`src/rtl/msg_uart_dump_if.sv`:
```
// Request, RAM read-port and serial-line bundle for msg_uart_dump.
// master drives requests and RAM data; slave is the dump engine.
interface msg_uart_dump_if #(
  parameter int unsigned ADDR_W = 10,
  parameter int unsigned LEN_W  = 11
);
  logic              start;
  logic [ADDR_W-1:0] base_addr;
  logic [LEN_W-1:0]  length;
  logic [ADDR_W-1:0] ram_addr;
  logic [31:0]       ram_rdata;
  logic              tx;
  logic              busy;
  logic              done;

  modport master (
    output start, base_addr, length, ram_rdata,
    input  ram_addr, tx, busy, done
  );

  modport slave (
    input  start, base_addr, length, ram_rdata,
    output ram_addr, tx, busy, done
  );
endinterface

```
`src/rtl/msg_uart_dump.sv`:
```
// Walks a RAM word range and sends the low byte of each word as UART 8N1 on tx.
// Defining MSG_UART_DUMP_PARITY_EN inserts an even-parity bit (8E1 framing).
module msg_uart_dump #(
  parameter int unsigned CLKS_PER_BIT = 434,
  parameter int unsigned ADDR_W       = 10,
  parameter int unsigned LEN_W        = 11
) (
  input logic            clk,
  input logic            rst,
  msg_uart_dump_if.slave bus
);

  localparam int unsigned BaudW = $clog2(CLKS_PER_BIT);
  localparam logic [BaudW-1:0] BaudLast = BaudW'(CLKS_PER_BIT - 1);

  typedef enum logic [2:0] {
    StIdle, StFetch, StWait, StStart, StData, StParity, StStop
  } state_e;

  state_e            state_q, state_d;
  logic [BaudW-1:0]  baud_q, baud_d;
  logic [2:0]        bit_q, bit_d;
  logic [7:0]        sh_q, sh_d;
  logic              par_q, par_d;
  logic [ADDR_W-1:0] addr_q, addr_d;
  logic [LEN_W-1:0]  rem_q, rem_d;
  logic              tx_q, tx_d;
  logic              zdone_q, zdone_d;
  logic              bit_last;
  logic              unused_rdata_hi;

  assign unused_rdata_hi = ^bus.ram_rdata[31:8];
  assign bit_last        = (baud_q == BaudLast);

  always_comb begin
    state_d = state_q;
    baud_d  = baud_q + BaudW'(1);
    bit_d   = bit_q;
    sh_d    = sh_q;
    par_d   = par_q;
    addr_d  = addr_q;
    rem_d   = rem_q;
    zdone_d = 1'b0;

    unique case (state_q)
      StIdle: begin
        if (bus.start) begin
          addr_d = bus.base_addr;
          rem_d  = bus.length;
          if (bus.length == '0) begin
            zdone_d = 1'b1;
          end else begin
            state_d = StFetch;
          end
        end
      end
      StFetch: state_d = StWait;
      StWait: begin
        // RAM data for the address presented in FETCH is valid now.
        sh_d    = bus.ram_rdata[7:0];
        par_d   = ^bus.ram_rdata[7:0];
        state_d = StStart;
      end
      StStart: begin
        if (bit_last) begin
          bit_d   = 3'd0;
          state_d = StData;
        end
      end
      StData: begin
        if (bit_last) begin
          sh_d = {1'b0, sh_q[7:1]};
          if (bit_q == 3'd7) begin
`ifdef MSG_UART_DUMP_PARITY_EN
            state_d = StParity;
`else
            state_d = StStop;
`endif
          end else begin
            bit_d = bit_q + 3'd1;
          end
        end
      end
      StParity: begin
        if (bit_last) state_d = StStop;
      end
      StStop: begin
        if (bit_last) begin
          rem_d   = rem_q - LEN_W'(1);
          addr_d  = addr_q + ADDR_W'(1);
          state_d = (rem_q == LEN_W'(1)) ? StIdle : StFetch;
        end
      end
      default: state_d = StIdle;
    endcase

    // Bit timer restarts on every state entry.
    if (state_d != state_q || state_q == StIdle) baud_d = '0;

    // tx is registered: drive the level that belongs to the next cycle's state.
    unique case (state_d)
      StStart:  tx_d = 1'b0;
      StData:   tx_d = sh_d[0];
      StParity: tx_d = par_d;
      default:  tx_d = 1'b1;
    endcase
  end

  always_ff @(posedge clk) begin
    if (rst) begin
      state_q <= StIdle;
      baud_q  <= '0;
      bit_q   <= '0;
      sh_q    <= '0;
      par_q   <= 1'b0;
      addr_q  <= '0;
      rem_q   <= '0;
      tx_q    <= 1'b1;
      zdone_q <= 1'b0;
    end else begin
      state_q <= state_d;
      baud_q  <= baud_d;
      bit_q   <= bit_d;
      sh_q    <= sh_d;
      par_q   <= par_d;
      addr_q  <= addr_d;
      rem_q   <= rem_d;
      tx_q    <= tx_d;
      zdone_q <= zdone_d;
    end
  end

  assign bus.ram_addr = addr_q;
  assign bus.tx       = tx_q;
  assign bus.busy     = (state_q != StIdle);
  assign bus.done     = zdone_q | ((state_q == StStop) && bit_last && (rem_q == LEN_W'(1)));

endmodule

```
`src/flat_wrapper.sv`:
```
// flat-port wrapper written by rule: the top's interface ports become plain ports
module msg_uart_dump_flat 
#(
  parameter int unsigned CLKS_PER_BIT = 434,
  parameter int unsigned ADDR_W       = 10,
  parameter int unsigned LEN_W        = 11
)
  (clk, rst, bus_start, bus_base_addr, bus_length, bus_ram_rdata, bus_ram_addr, bus_tx, bus_busy, bus_done);
  msg_uart_dump_if #(.ADDR_W(ADDR_W), .LEN_W(LEN_W)) bus_i ();
  input logic clk;
  input logic rst;
  input wire logic [$bits(bus_i.start)-1:0] bus_start;
  input wire logic [$bits(bus_i.base_addr)-1:0] bus_base_addr;
  input wire logic [$bits(bus_i.length)-1:0] bus_length;
  input wire logic [$bits(bus_i.ram_rdata)-1:0] bus_ram_rdata;
  output wire logic [$bits(bus_i.ram_addr)-1:0] bus_ram_addr;
  output wire logic [$bits(bus_i.tx)-1:0] bus_tx;
  output wire logic [$bits(bus_i.busy)-1:0] bus_busy;
  output wire logic [$bits(bus_i.done)-1:0] bus_done;
  assign bus_i.start = bus_start;
  assign bus_i.base_addr = bus_base_addr;
  assign bus_i.length = bus_length;
  assign bus_i.ram_rdata = bus_ram_rdata;
  assign bus_ram_addr = bus_i.ram_addr;
  assign bus_tx = bus_i.tx;
  assign bus_busy = bus_i.busy;
  assign bus_done = bus_i.done;
  msg_uart_dump #(.CLKS_PER_BIT(CLKS_PER_BIT), .ADDR_W(ADDR_W), .LEN_W(LEN_W)) u_core (.clk(clk), .rst(rst), .bus(bus_i));
endmodule
```
`config.mk`:
```
export PLATFORM = sky130hd
export DESIGN_NAME = msg_uart_dump_flat
export DESIGN_NICKNAME = d
export VERILOG_FILES = /design/src/rtl/msg_uart_dump_if.sv /design/src/rtl/msg_uart_dump.sv /design/src/flat_wrapper.sv
export SDC_FILE = /design/constraint.sdc
export NUM_CORES = 1
export LEC_CHECK = 0
export ABC_AREA = 0
export CORE_ASPECT_RATIO = 0.7
export CORE_MARGIN = 2
export CORE_UTILIZATION = 25
export CTS_BUF_LIST = sky130_fd_sc_hd__clkbuf_16
export DETAILED_ROUTE_END_ITERATION = 12
export GPL_ROUTABILITY_DRIVEN = 0
export GPL_TIMING_DRIVEN = 1
export SYNTH_ARGS = -nofsm -noshare
export SYNTH_HDL_FRONTEND = slang
export SYNTH_SLANG_ARGS = --single-unit
```
`constraint.sdc`:
```
create_clock -name clk -period 3.4 [get_ports clk]
set_input_delay 0.68 -clock clk [delete_from_list [all_inputs] [get_ports clk]]
set_output_delay 0.68 -clock clk [all_outputs]
set_load 0.005 [all_outputs]
```
Figure 1. Routed metal, one color a layer.
Scale: 3 px per µm. Only two layers are drawn.
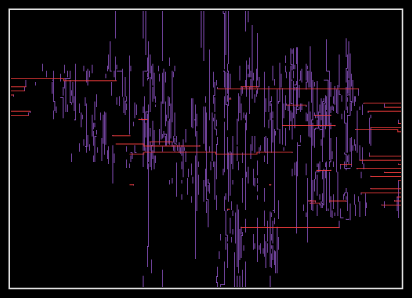
| color | layer | wire length |
|---|---|---|
| purple | metal 2 | 3180 µm |
| red | metal 3 | 436 µm |

Figure 2. Wiring heat map.
Scale: 2 px per µm. 26 x 19 tiles, from dark purple (low) to yellow (high), scaled to the fullest tile. Values are wire area over tile area, all layers added.
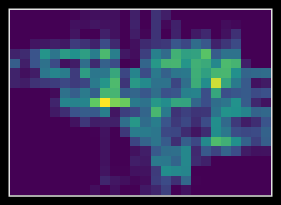
nearly empty tiles: 38%
emptiest ninth of the die: bottom left
fullest tile: 0.54

==> metrics.csv <==
stage;metric;value;unit
run_status;status;completed;
drt;First-pass DRT Iterations;4;
synth;flip-flops with a built-in enable;0;
job;tool warnings;52;
global_route;vias in the first global route;2498;
synth;ys async rst share;0;%
synth;Mapped Cells;323;
die;die width;130.6;µm
die;core area;0.01097;mm²
power;worst ir drop on vdd;0.2023;mV
job;Max Cap Viol;0;
cells_and_area;Fillers;1167;
cells_and_area;area grow syn2layout;26.92;%
clocking;setup repair bufs after CTS;0;
setup_path;Worst Path Arrival;2.20;ns
synth;Syn Area/Cell;8.677;µm²
sta;final max-slew violation count;0;
drt;WL final;7365;µm
global_route;largest net degree at the start of global routing;40;
sta;Final min period;2.884;ns
clocking;CTS tree;done;
cells_and_area;n_diodes;0;
clocking;Late-Pin Clk Latency;0.29;ns
clocking;clk sink count;47;
global_route;first-pass GRT wire length;12190;µm
global_route;gr usage total;12.62;%
setup_path;Crit Path Max Fanout;5;
sta;hold_ws;0.4537;ns
synth;largest area contributor in the netlist;dfxtp_1;
cells_and_area;most common logic cells in the final layout;dfxtp_1, clkdlybuf4s50_1, nand2_1;
clocking;clock root cell;clkbuf_16;
min_path;Hold Crit Class;flip-flop to flip-flop;
clocking;Num CTS Buffers;5;
## layer usage
layer	global-route usage [%]	routed length (µm)	up-vias
met3	3.351	436	9
li1	-	-	1286
met5	0	0	-
met1	17.41	3665	1209
met2	19.40	3178	60
met4	3.457	85	0
## per-stage QoR
stage	std cells	area [µm²]	total power [µW]	utilization (%)
2_1_floorplan	323	2803	809.3	-
3_3_place_gp	511	3413	917.4	31.11
3_5_place_dp	511	3413	923.0	31.11
4_1_cts	519	3557	1421	32.42
5_1_grt	519	3557	1480	32.42
6_report	519	3557	1404	32.42
## power by group
part,total (µW),leakage [µW],switching [µW],internal (µW)
Combinational,294,0.000785,143,150
Sequential,618,0.000383,36.8,581
Clock,492,0.0000740,220,273
Total,1400,0.00124,400,1000
## worst min-delay path by stage
stage	from	end	slack [ns]	cells past startpoint
after floorplan	u_core.sh_q[2]	u_core.sh_q[2]	0.44	2
after global placement	u_core.sh_q[3]	u_core.sh_q[3]	0.44	2
after detailed placement	u_core.sh_q[4]	u_core.sh_q[4]	0.45	2
after CTS	u_core.sh_q[4]	u_core.sh_q[4]	0.46	2
after global routing	u_core.sh_q[4]	u_core.sh_q[4]	0.47	2
final	u_core.sh_q[5]	u_core.sh_q[5]	0.45	2
## synth_stat cells, types with 3 or more instances
library cell and number:
dfxtp_1 47, nand2_1 37, a2bb2oi_1 3, inv_1 3, nor2_1 23, a22oi_1 9
nand3b_1 3, a31oi_1 4, o21ai_0 17, nand4_1 6, ha_1 7, nor3_2 9
nor4_1 3, mux2i_1 6, a211oi_1 5, a21oi_1 26, nor3_1 4, xnor2_1 12
nand3_1 14, clkbuf_1 7, o31ai_1 5, nor3b_1 4, buf_2 8, a31oi_2 3
xor2_1 5, a221oi_1 3, and3_1 4
## flip-flops by register name (all words and copies together), names as in the netlist
name and flops:
u_core.bit_q 3, u_core.sh_q 8, u_core.par_q 1, u_core.baud_q 9
u_core.rem_q 11, u_core.bus.ram_addr 10, u_core.zdone_q 1, u_core.state_q 3
u_core.bus.tx 1
## kinds of logic (layout without fill, tap and decap cells)
kind of cell	count (synthesis)	count (layout)	synth area share, %
AND-OR/OR-AND	92	92	22.63
XOR/XNOR	17	17	5.312
adder cells (fa/ha/maj)	7	7	3.125
buffers and inverters	22	65	4.018
flip-flops	47	47	33.57
multiplexers	6	6	2.143
AND/OR/NAND/NOR	132	132	29.20
## cell type report
| cell class | count | area share [%] |
|---|---|---|
| Sequential cell | 47 | 26.45 |
| Inverter | 3 | 0.3166 |
| Multi-Input combinational cell | 254 | 49.31 |
| Tap cell | 153 | 5.382 |
| Clock inverter | 3 | 0.5276 |
| Clock buffer | 5 | 3.517 |
| Timing Repair Buffer | 54 | 14.49 |
## critical path, cell delays in order, from the launching register on
cell and delay, ns:
dfxtp_1 0.42, ha_1 0.25, and4b_1 0.37, nand3_1 0.14, o21bai_1 0.19, clkdlybuf4s50_1 0.54
Power figures rest on the tool's default switching activity, not on a simulated workload.
